<file path="src/rtl/anim_pkg.sv">
// Shared types and constants for the sprite animation path: pacer states,
// the movement keycodes, and the motion codes consumed by the sprite FSM.
package anim_pkg;

    typedef enum logic [1:0] {
        IDLE = 2'd0,
        QUAL = 2'd1,
        HELD = 2'd2
    } pacer_state_t;

    localparam logic [7:0] KEY_NONE  = 8'd0;
    localparam logic [7:0] KEY_RIGHT = 8'd79;
    localparam logic [7:0] KEY_LEFT  = 8'd80;

    localparam logic [3:0] MOTION_STAND      = 4'd0;
    localparam logic [3:0] MOTION_WALK_RIGHT = 4'd1;
    localparam logic [3:0] MOTION_WALK_LEFT  = 4'd2;
    localparam logic [3:0] MOTION_OTHER      = 4'd15;

    function automatic logic [3:0] key_to_motion(input logic [7:0] key);
        case (key)
            KEY_NONE:  return MOTION_STAND;
            KEY_RIGHT: return MOTION_WALK_RIGHT;
            KEY_LEFT:  return MOTION_WALK_LEFT;
            default:   return MOTION_OTHER;
        endcase
    endfunction

endpackage

</file>
<file path="src/rtl/frame_sync_edge.sv">
// Brings the asynchronous active-low vsync into the Clk domain and produces a
// registered one-cycle frame_tick per falling edge.
module frame_sync_edge (
    input  logic Clk,
    input  logic Reset,
    input  logic frame_sync_n,
    output logic frame_tick
);

    logic sync_meta;
    logic sync_stable;
    logic sync_d;
    logic sync_dd;
    logic fall;

    // Edge detect runs one stage behind the synchronizer so that the tick
    // leaves on the fourth edge after vsync is first sampled low.
    assign fall = sync_dd & ~sync_d;

    always_ff @(posedge Clk or posedge Reset) begin
        if (Reset) begin
            sync_meta   <= 1'b1;
            sync_stable <= 1'b1;
            sync_d      <= 1'b1;
            sync_dd     <= 1'b1;
            frame_tick  <= 1'b0;
        end else begin
            sync_meta   <= frame_sync_n;
            sync_stable <= sync_meta;
            sync_d      <= sync_stable;
            sync_dd     <= sync_d;
            frame_tick  <= fall;
        end
    end

endmodule

</file>
<file path="src/rtl/anim_pacer.sv">
// Per-frame key debouncer and animation-step pacer feeding the sprite FSM.
// Optional macro ANIM_PACER_FIRST_STEP_EN: emit anim_step on key acceptance.
module anim_pacer
    import anim_pkg::*;
#(
    parameter int FRAMES_PER_STEP = 6,
    parameter int STABLE_FRAMES   = 2
) (
    input  logic       Clk,
    input  logic       Reset,
    input  logic       frame_sync_n,
    input  logic [7:0] Keycode,
    output logic       frame_tick,
    output logic [7:0] key_out,
    output logic       key_valid,
    output logic       anim_step
);

`ifdef ANIM_PACER_FIRST_STEP_EN
    localparam logic FIRST_STEP = 1'b1;
`else
    localparam logic FIRST_STEP = 1'b0;
`endif

    localparam logic [7:0] STEP_LOAD = 8'(FRAMES_PER_STEP);
    localparam logic [3:0] STABLE_N  = 4'(STABLE_FRAMES);

    pacer_state_t state;
    logic [7:0]   cand;
    logic [3:0]   cnt;
    logic [3:0]   mis;
    logic [7:0]   step_cnt;

    frame_sync_edge u_frame_sync_edge (
        .Clk          (Clk),
        .Reset        (Reset),
        .frame_sync_n (frame_sync_n),
        .frame_tick   (frame_tick)
    );

    // Everything except the anim_step clear advances only on frame_tick.
    always_ff @(posedge Clk or posedge Reset) begin
        if (Reset) begin
            state     <= IDLE;
            cand      <= 8'd0;
            cnt       <= 4'd0;
            mis       <= 4'd0;
            step_cnt  <= 8'd0;
            key_out   <= 8'd0;
            key_valid <= 1'b0;
            anim_step <= 1'b0;
        end else begin
            anim_step <= 1'b0;
            if (frame_tick) begin
                case (state)
                    IDLE: begin
                        if (Keycode != 8'd0) begin
                            cand <= Keycode;
                            cnt  <= 4'd1;
                            if (STABLE_N == 4'd1) begin
                                state     <= HELD;
                                key_out   <= Keycode;
                                key_valid <= 1'b1;
                                step_cnt  <= STEP_LOAD;
                                mis       <= 4'd0;
                                anim_step <= FIRST_STEP;
                            end else begin
                                state <= QUAL;
                            end
                        end
                    end
                    QUAL: begin
                        if (Keycode == cand) begin
                            cnt <= cnt + 4'd1;
                            if (cnt + 4'd1 == STABLE_N) begin
                                state     <= HELD;
                                key_out   <= cand;
                                key_valid <= 1'b1;
                                step_cnt  <= STEP_LOAD;
                                mis       <= 4'd0;
                                anim_step <= FIRST_STEP;
                            end
                        end else if (Keycode == 8'd0) begin
                            state <= IDLE;
                            cnt   <= 4'd0;
                        end else begin
                            cand <= Keycode;
                            cnt  <= 4'd1;
                        end
                    end
                    HELD: begin
                        if (Keycode == key_out) begin
                            mis <= 4'd0;
                            if (step_cnt == 8'd1) begin
                                step_cnt  <= STEP_LOAD;
                                anim_step <= 1'b1;
                            end else begin
                                step_cnt <= step_cnt - 8'd1;
                            end
                        end else if (mis + 4'd1 == STABLE_N) begin
                            // Key lost: drop it, then treat this sample as a fresh first sample.
                            key_out   <= 8'd0;
                            key_valid <= 1'b0;
                            mis       <= 4'd0;
                            step_cnt  <= 8'd0;
                            if (Keycode == 8'd0) begin
                                state <= IDLE;
                                cnt   <= 4'd0;
                            end else begin
                                cand <= Keycode;
                                cnt  <= 4'd1;
                                if (STABLE_N == 4'd1) begin
                                    state     <= HELD;
                                    key_out   <= Keycode;
                                    key_valid <= 1'b1;
                                    step_cnt  <= STEP_LOAD;
                                    anim_step <= FIRST_STEP;
                                end else begin
                                    state <= QUAL;
                                end
                            end
                        end else begin
                            mis <= mis + 4'd1;
                        end
                    end
                    default: state <= IDLE;
                endcase
            end
        end
    end

endmodule
</file>
<file path="config.mk">
export PLATFORM = sky130hd
export DESIGN_NAME = anim_pacer
export DESIGN_NICKNAME = d
export VERILOG_FILES = /design/src/rtl/anim_pkg.sv /design/src/rtl/frame_sync_edge.sv /design/src/rtl/anim_pacer.sv
export SDC_FILE = /design/constraint.sdc
export NUM_CORES = 1
export LEC_CHECK = 0
export ABC_AREA = 1
export CAP_MARGIN = 20
export CORE_MARGIN = 4
export CORE_UTILIZATION = 50
export CTS_CLUSTER_DIAMETER = 200
export CTS_CLUSTER_SIZE = 8
export DETAILED_ROUTE_END_ITERATION = 8
export PLACE_DENSITY_LB_ADDON = 0.1
export SLEW_MARGIN = 40
export SYNTH_ARGS = -nofsm -noshare
export SYNTH_HDL_FRONTEND = slang
export SYNTH_SLANG_ARGS = --single-unit
</file>
<file path="constraint.sdc">
create_clock -name Clk -period 5.3 [get_ports Clk]
set_clock_uncertainty 0.2 [all_clocks]
set_input_delay 0.53 -clock Clk [delete_from_list [all_inputs] [get_ports Clk]]
set_output_delay 0.53 -clock Clk [all_outputs]
set_load 0.05 [all_outputs]
</file>
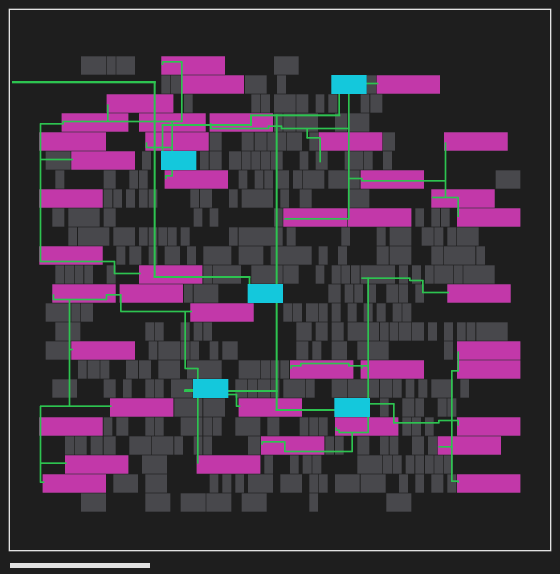
*Clock distribution, run 1*
Bar = 20 um.
Green is clock wires, length 552 um. Cyan is cells driving clock nets, count 5. Magenta is flip-flops, count 41.
There are 6 routed clock nets.
clk latency late pin: 0.30 ns
Clk. pwr: 0.228 mW
clock network power share: 20.9%

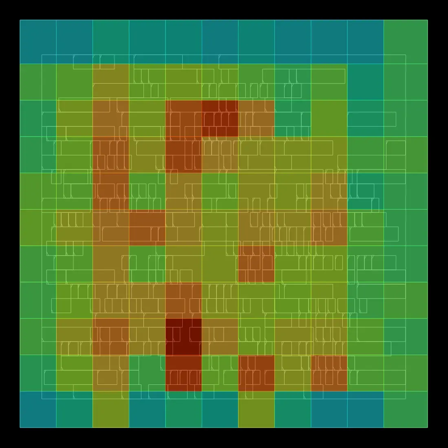
*Track usage over the die, run 1*
drt wl/cell: 12.6 um
final core utilization: 61.2%

==> flow_metrics.tcl, run 1 <==
# place-and-route summary
set metrics [dict create \
    status "finished clean" \
    holdCritStartpoint "u_frame_sync_edge.sync_stable" \
    aoi_share_pct 5.83 \
    seqAreaFraction_pct 37.4 \
    ctsHoldBuffers 0 \
    syn_inst 309 \
    tightest_slew_ns 0.514 \
    drive_gt1_share_pct 8.96 \
    syn_area_mm2 0.00240 \
    crit_top_cell "nand2_1" \
    synth-seq-cells 41 \
    xor_share_pct 7.66 \
    vias 1916 \
    p_sw_mw 0.443 \
    fin_crit_ns 2.70 \
    worstHoldPathCells 0 \
    setup_ws_ns 2.60 \
    grt_pass1_vias 1928 \
    detail-route-antenna-nets 0 \
    dr.max_layer_used "met4" \
    clk_share_pct 3.68 \
    cts_root_buf "clkbuf_8" \
    ff2ff_setup_slack_ns 2.60 \
    fin_worst_hold_slack_ns 0.157 \
    drt-total-wl_mm 4.87 \
    finalCritPeriodShare_pct 50.9 \
    post-route-drc-count 0 \
    chipArea_mm2 0.00598 \
    setup_viol 0 \
    comb-cell-share_pct 43.8 \
    m1WireLength_mm 2.61 \
    cp.arrival_ns 2.69 \
    combPwrFrac_pct 40.0 \
    inv_count 36 \
    fin_nets 355 \
    cp-endpoint "cand[3]" \
    num_rows 24 \
    num_tap_cells 52 \
    ys_sh_adder_pct 5.21 \
    largest_class "logic gates" \
    n_all_buffers 22 \
    die-height_um 77.3 \
    fmax_ghz 0.371 \
    maxSlewViolCount 0 \
    drv_cap 0 \
    avgSynthCellArea_um2 7.77 \
    p_seq_mw 0.427 \
    wl_met2_mm 2.02 \
    cts_made_buffers 5 \
    logic_area_mm2 0.00121 \
    rr_worst_depth 12 \
    yosys.stat.seqShare_pct 42.9 \
    grtUsageMet2_pct 26.5 \
    io_buffers 21 \
    boundaryPins 22 \
    grt-busiest-layer "met1" \
    grt_start_max_net_pins 42 \
    hp-class "reg -> reg" \
    required_ns 5.29 \
    crit_buf_inv 4 \
    cp_max_fo 11 \
    maxPowerGroup "combinational cells" \
    path_cells "inv_1 -> ha_1 -> inv_2 -> nor2_1 -> nand2_1 -> nand2_1 -> inv_2 -> nand3_2 -> nor2_2 -> inv_1 -> nand2_1 -> nand2_1" \
    gp_congestion 0.807 \
    clk_pin_slew_ns 0.08 \
    p_per_area_mw_per_mm2 396 \
    nClkBuffers 7 \
    dr.pass1.iters 4 \
    total_power_mw 1.09 \
    critPathSlowestCell "nor2_2" \
    timing.rr.start "state[0]" \
    synth-edff-count 0 \
    crit_family "simple AND/OR/NAND/NOR gates" \
    crit_type "reg -> reg" \
    critPathLaunch "state[0]" \
    warning_count 32 \
    irDropWorstVdd_mv 0.262 \
    rr_endpoint "cand[3]" \
    leakage_nw 1.37 \
]
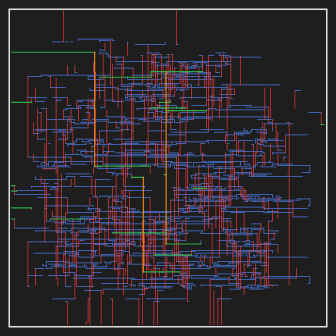
*Signal wires by layer, run 1*
Orange is met4, wire length 93.2 um. Blue is met1, wire length 2,610 um. Green is met3, wire length 149 um. Red is met2, wire length 2,020 um.

[run 1: Yosys cell counts (3+ instances only)]
cell       n  area share, %
ha_1      10            5.2
nand2_1  104             16
nor3_1     4           0.83
dfrtp_1   37             39
o21ai_0    7            1.5
xor2_1     6            2.2
inv_1     33            5.2
nor2_1    28            4.4
nand3_1   20            4.2
nor2_2     3           0.78
inv_2      3           0.47
dfstp_2    4            4.4
xnor2_1   15            5.5
o21ai_1   15            3.1
[run 1: sequential cells by signal, summed over array words and instances (netlist names)]
name	cells
u_frame_sync_edge.sync_dd	1
anim_step	1
state	2
key_out	8
cnt	4
step_cnt	8
u_frame_sync_edge.sync_d	1
u_frame_sync_edge.sync_meta	1
cand	8
u_frame_sync_edge.frame_tick	1
mis	4
u_frame_sync_edge.sync_stable	1
key_valid	1
==> inputs of run 2 (changes only) <==
==> constraint.sdc (replaced) <==
create_clock -name Clk -period 2.4 [get_ports Clk]
set_clock_uncertainty 0.2 [all_clocks]
set_input_delay 0.24 -clock Clk [delete_from_list [all_inputs] [get_ports Clk]]
set_output_delay 0.24 -clock Clk [all_outputs]
set_load 0.05 [all_outputs]
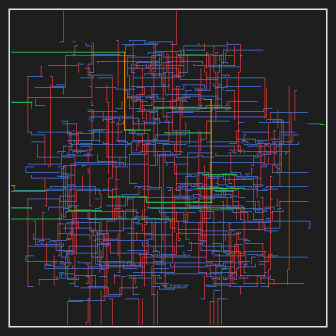
*Signal wires by layer, run 2*
Green is met3, wire length 207 um. Red is met2, wire length 2,050 um. Blue is met1, wire length 2,350 um. Orange is met4, wire length 44.2 um.
Routed WL: 4.65 mm
Vias: 1,922
overall routing resource usage: 16.8%
drt wl/cell: 11.9 um

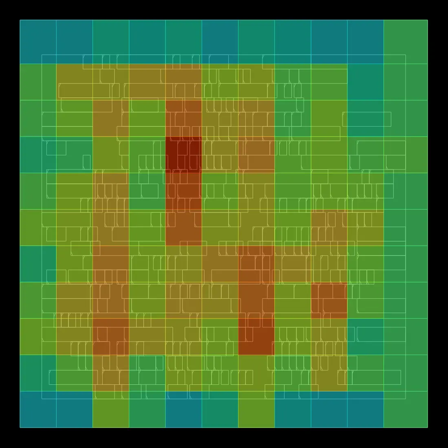
*Track usage over the die, run 2*
final core utilization: 62.3%
busiest grt layer: met2
met3 usage: 3.75%

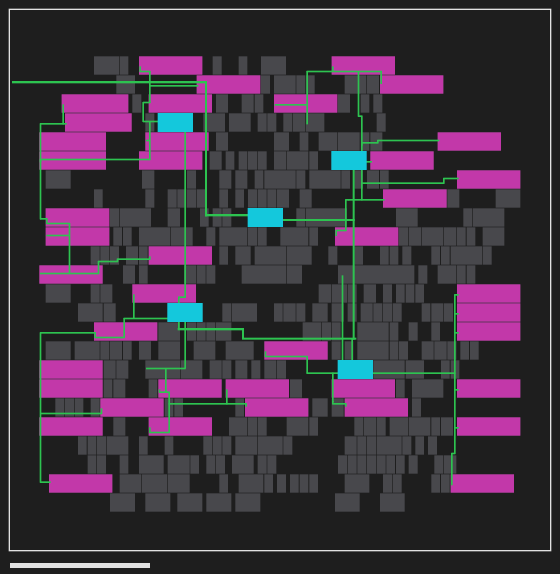
*Clock distribution, run 2*
Bar = 20 um.
Magenta is flip-flops, count 41. Cyan is cells driving clock nets, count 5. Green is clock wires, length 526 um.
There are 6 routed clock nets.

==> flow_metrics.tcl, run 2 <==
# place-and-route summary
set metrics [dict create \
    ff2ff_setup_slack_ns 0.35 \
    synth-seq-cells 41 \
    warning_count 32 \
    ctsHoldBuffers 0 \
    pg_clk_mw 0.583 \
    boundaryPins 22 \
    m1WireLength_mm 2.35 \
    cp-endpoint "cand[7]" \
    io_buffers 21 \
    p_sw_mw 0.973 \
    total_power_mw 2.48 \
    fmax_ghz 0.487 \
    p_seq_mw 0.943 \
    clk_latency_ns 0.30 \
    status "finished clean" \
    leakage_nw 1.40 \
    clk_pin_slew_ns 0.08 \
    top_area_share_pct 38.5 \
    syn_inst 309 \
    wl_met2_mm 2.04 \
    die-height_um 77.3 \
    chipArea_mm2 0.00598 \
    logic_area_mm2 0.00121 \
    worstHoldPathCells 1 \
    holdCritStartpoint "frame_sync_n" \
    yosysMostFrequentCell "nand2_1" \
    top_regs "cand x8, key_out x8, step_cnt x8" \
    grtUsageMet2_pct 25.9 \
    drive_gt1_share_pct 10.0 \
    critPathLaunch "state[0]" \
    cp.arrival_ns 2.05 \
    dr.pass1.iters 4 \
    hp-class "in -> reg" \
    gp_congestion 0.796 \
    num_tap_cells 52 \
    setup_viol 0 \
    cts_root_buf "clkbuf_8" \
    avgSynthCellArea_um2 7.77 \
    largest_class "logic gates" \
    syn_area_mm2 0.00240 \
    required_ns 2.40 \
    inv_count 36 \
    n_all_buffers 26 \
    fin_nets 359 \
    fin_crit_ns 2.05 \
    detail-route-antenna-nets 0 \
    synth_top_cell_by_area "dfrtp_1" \
    cp_max_fo 6 \
    grt_start_max_net_pins 42 \
    yosys.stat.seqShare_pct 42.9 \
    p_clk_share_pct 23.5 \
    clk_share_pct 4.28 \
    netlist_top_cells_area "dfrtp_1 (39%), nand2_1 (16%), xnor2_1 (5.5%)" \
    setup_ws_ns 0.346 \
]
run 2: cell types whose count changed in the layout (fill, tap and decap cells not counted), sizes merged:
cell / change
buf: +4
bufinv: +1
clkbuf: -1
clkinv: -1
clkinvlp: +1
run 2: worst max-delay path, stage by stage (launching register included):
cell	delay, ns
dfrtp_1	0.41
inv_1	0.08
ha_1	0.23
inv_2	0.12
nor2_1	0.06
nand2_1	0.07
nand2_1	0.09
inv_2	0.10
nand3_2	0.11
nor2_2	0.21
inv_1	0.15
nand2_1	0.09
nand2_1	0.05
run 2: cell families after synthesis:
kind of cell | count (synthesis) | synth area share, %
compound gates | 25 | 5.83
xor+xnor | 21 | 7.66
fa+ha+maj | 10 | 5.21
buf+inv | 40 | 6.82
flops | 41 | 42.9
simple gates | 172 | 31.6
==> inputs of run 3 (changes only) <==
--- a/config.mk
+++ b/config.mk
@@ -8,7 +8,7 @@
 export ABC_AREA = 1
 export CAP_MARGIN = 20
 export CORE_MARGIN = 4
-export CORE_UTILIZATION = 50
+export CORE_UTILIZATION = 25
 export CTS_CLUSTER_DIAMETER = 200
 export CTS_CLUSTER_SIZE = 8
 export DETAILED_ROUTE_END_ITERATION = 8
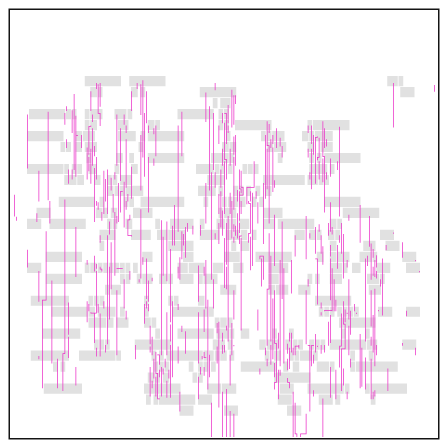
*Met2 routing, run 3*
Cells faint in the background.
266 nets have wire on it. The layer holds 47% of the routed length. The layer carries 2,610 um of wire. The wires run mostly vertical. The longest straight run is 38.1 um.

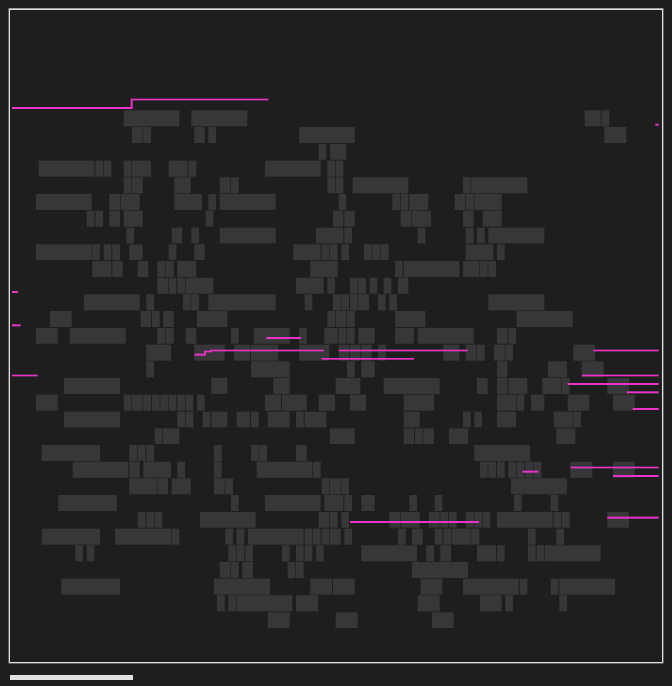
*The metal 3 layer, run 3*
Bar = 20 um. Cells faint in the background.
The layer carries 209 um of wire. The layer holds 3.7% of the routed length.
Routed WL: 5.59 mm
Vias: 1,941
met3 usage: 2.25%

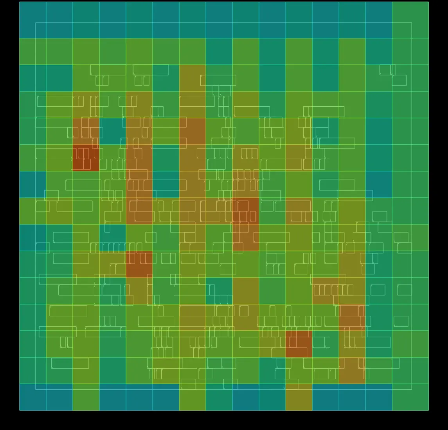
*Track usage over the die, run 3*
drt wl/cell: 11.8 um
final core utilization: 31.8%
met2 usage: 17.6%
overall routing resource usage: 10.7%
GRT met1 Usage: 14.4%

==> flow_metrics.tcl, run 3 <==
# place-and-route summary
set metrics [dict create \
    rr_worst_depth 9 \
    n_all_buffers 33 \
    ff2ff_setup_slack_ns 0.24 \
    slowest_delay_ns 0.38 \
    rr_endpoint "key_out[6]" \
    top_regs "cand x8, key_out x8, step_cnt x8" \
    netlist_top_cells_area "dfrtp_1 (39%), nand2_1 (16%), xnor2_1 (5.5%)" \
    num_tap_cells 129 \
    drive_gt1_share_pct 11.8 \
    cp-endpoint "key_out[6]" \
    irDropWorstVdd_mv 0.301 \
    cts_made_buffers 5 \
    synth-edff-count 0 \
    ctsHoldBuffers 0 \
    chipArea_mm2 0.0112 \
    path_cells "inv_1 -> ha_1 -> inv_2 -> buf_4 -> a21oi_4 -> nand3_4 -> nor2_4 -> nand3_1 -> nand2_1" \
    post-route-drc-count 0 \
    fmax_ghz 0.463 \
    p_sw_mw 1.00 \
    comb-cell-share_pct 41.0 \
    leakage_nw 1.42 \
    grt_pass1_vias 1994 \
    combPwrFrac_pct 39.5 \
    common_cells "nand2_1 (104), dfrtp_1 (37), inv_1 (33)" \
    clk_pin_slew_ns 0.09 \
    critPathLaunch "state[0]" \
    total_power_mw 2.50 \
    avgSynthCellArea_um2 7.77 \
    maxSlewViolCount 0 \
    synth_top_cell_by_area "dfrtp_1" \
    inv_count 36 \
    hp-class "in -> reg" \
    top_area_share_pct 38.5 \
    io_buffers 21 \
    finalCritPeriodShare_pct 90.1 \
    fin_nets 366 \
    boundaryPins 22 \
    critPathSlowestCell "dfrtp_1" \
    setup_viol 0 \
    seqAreaFraction_pct 34.9 \
    cp.arrival_ns 2.20 \
    cp_max_fo 11 \
    syn_inst 309 \
    status "finished clean" \
    setup_ws_ns 0.238 \
    fin_crit_ns 2.16 \
    grt_start_max_net_pins 42 \
    logic_area_mm2 0.00121 \
    syn_area_mm2 0.00240 \
    cts_root_buf "clkbuf_8" \
    synth-seq-cells 41 \
    largest_class "logic gates" \
    clk_latency_ns 0.30 \
    dr.pass1.iters 4 \
    warning_count 32 \
]
-- run 3: metrics by stage --
step                      hold WS [ns]  TNS, ns
after global routing             0.141        0
after floorplan                 0.0445        0
after global placement           0.150   -0.273
after CTS                        0.141        0
after detailed placement         0.150  -0.0789
final                            0.145        0
-- run 3: cell families after synthesis --
family	after synthesis	share of synthesized area, %
adders and majority gates	10	5.21
xor gates and xnor gates	21	7.66
and+or+nand+nor	172	31.6
buffers and inverters	40	6.82
AOI/OAI and AO/OA	25	5.83
DFF	41	42.9
-- run 3: per-layer routing --
metal  track usage, %  routed length, um  up-vias
met5                0                  0        -
met2             17.6               2610       24
met4             2.50                 38        0
li1                 -                  -     1028
met3             2.25                208        2
met1             14.4               2730      887
Power is estimated from default activity; no workload was simulated.
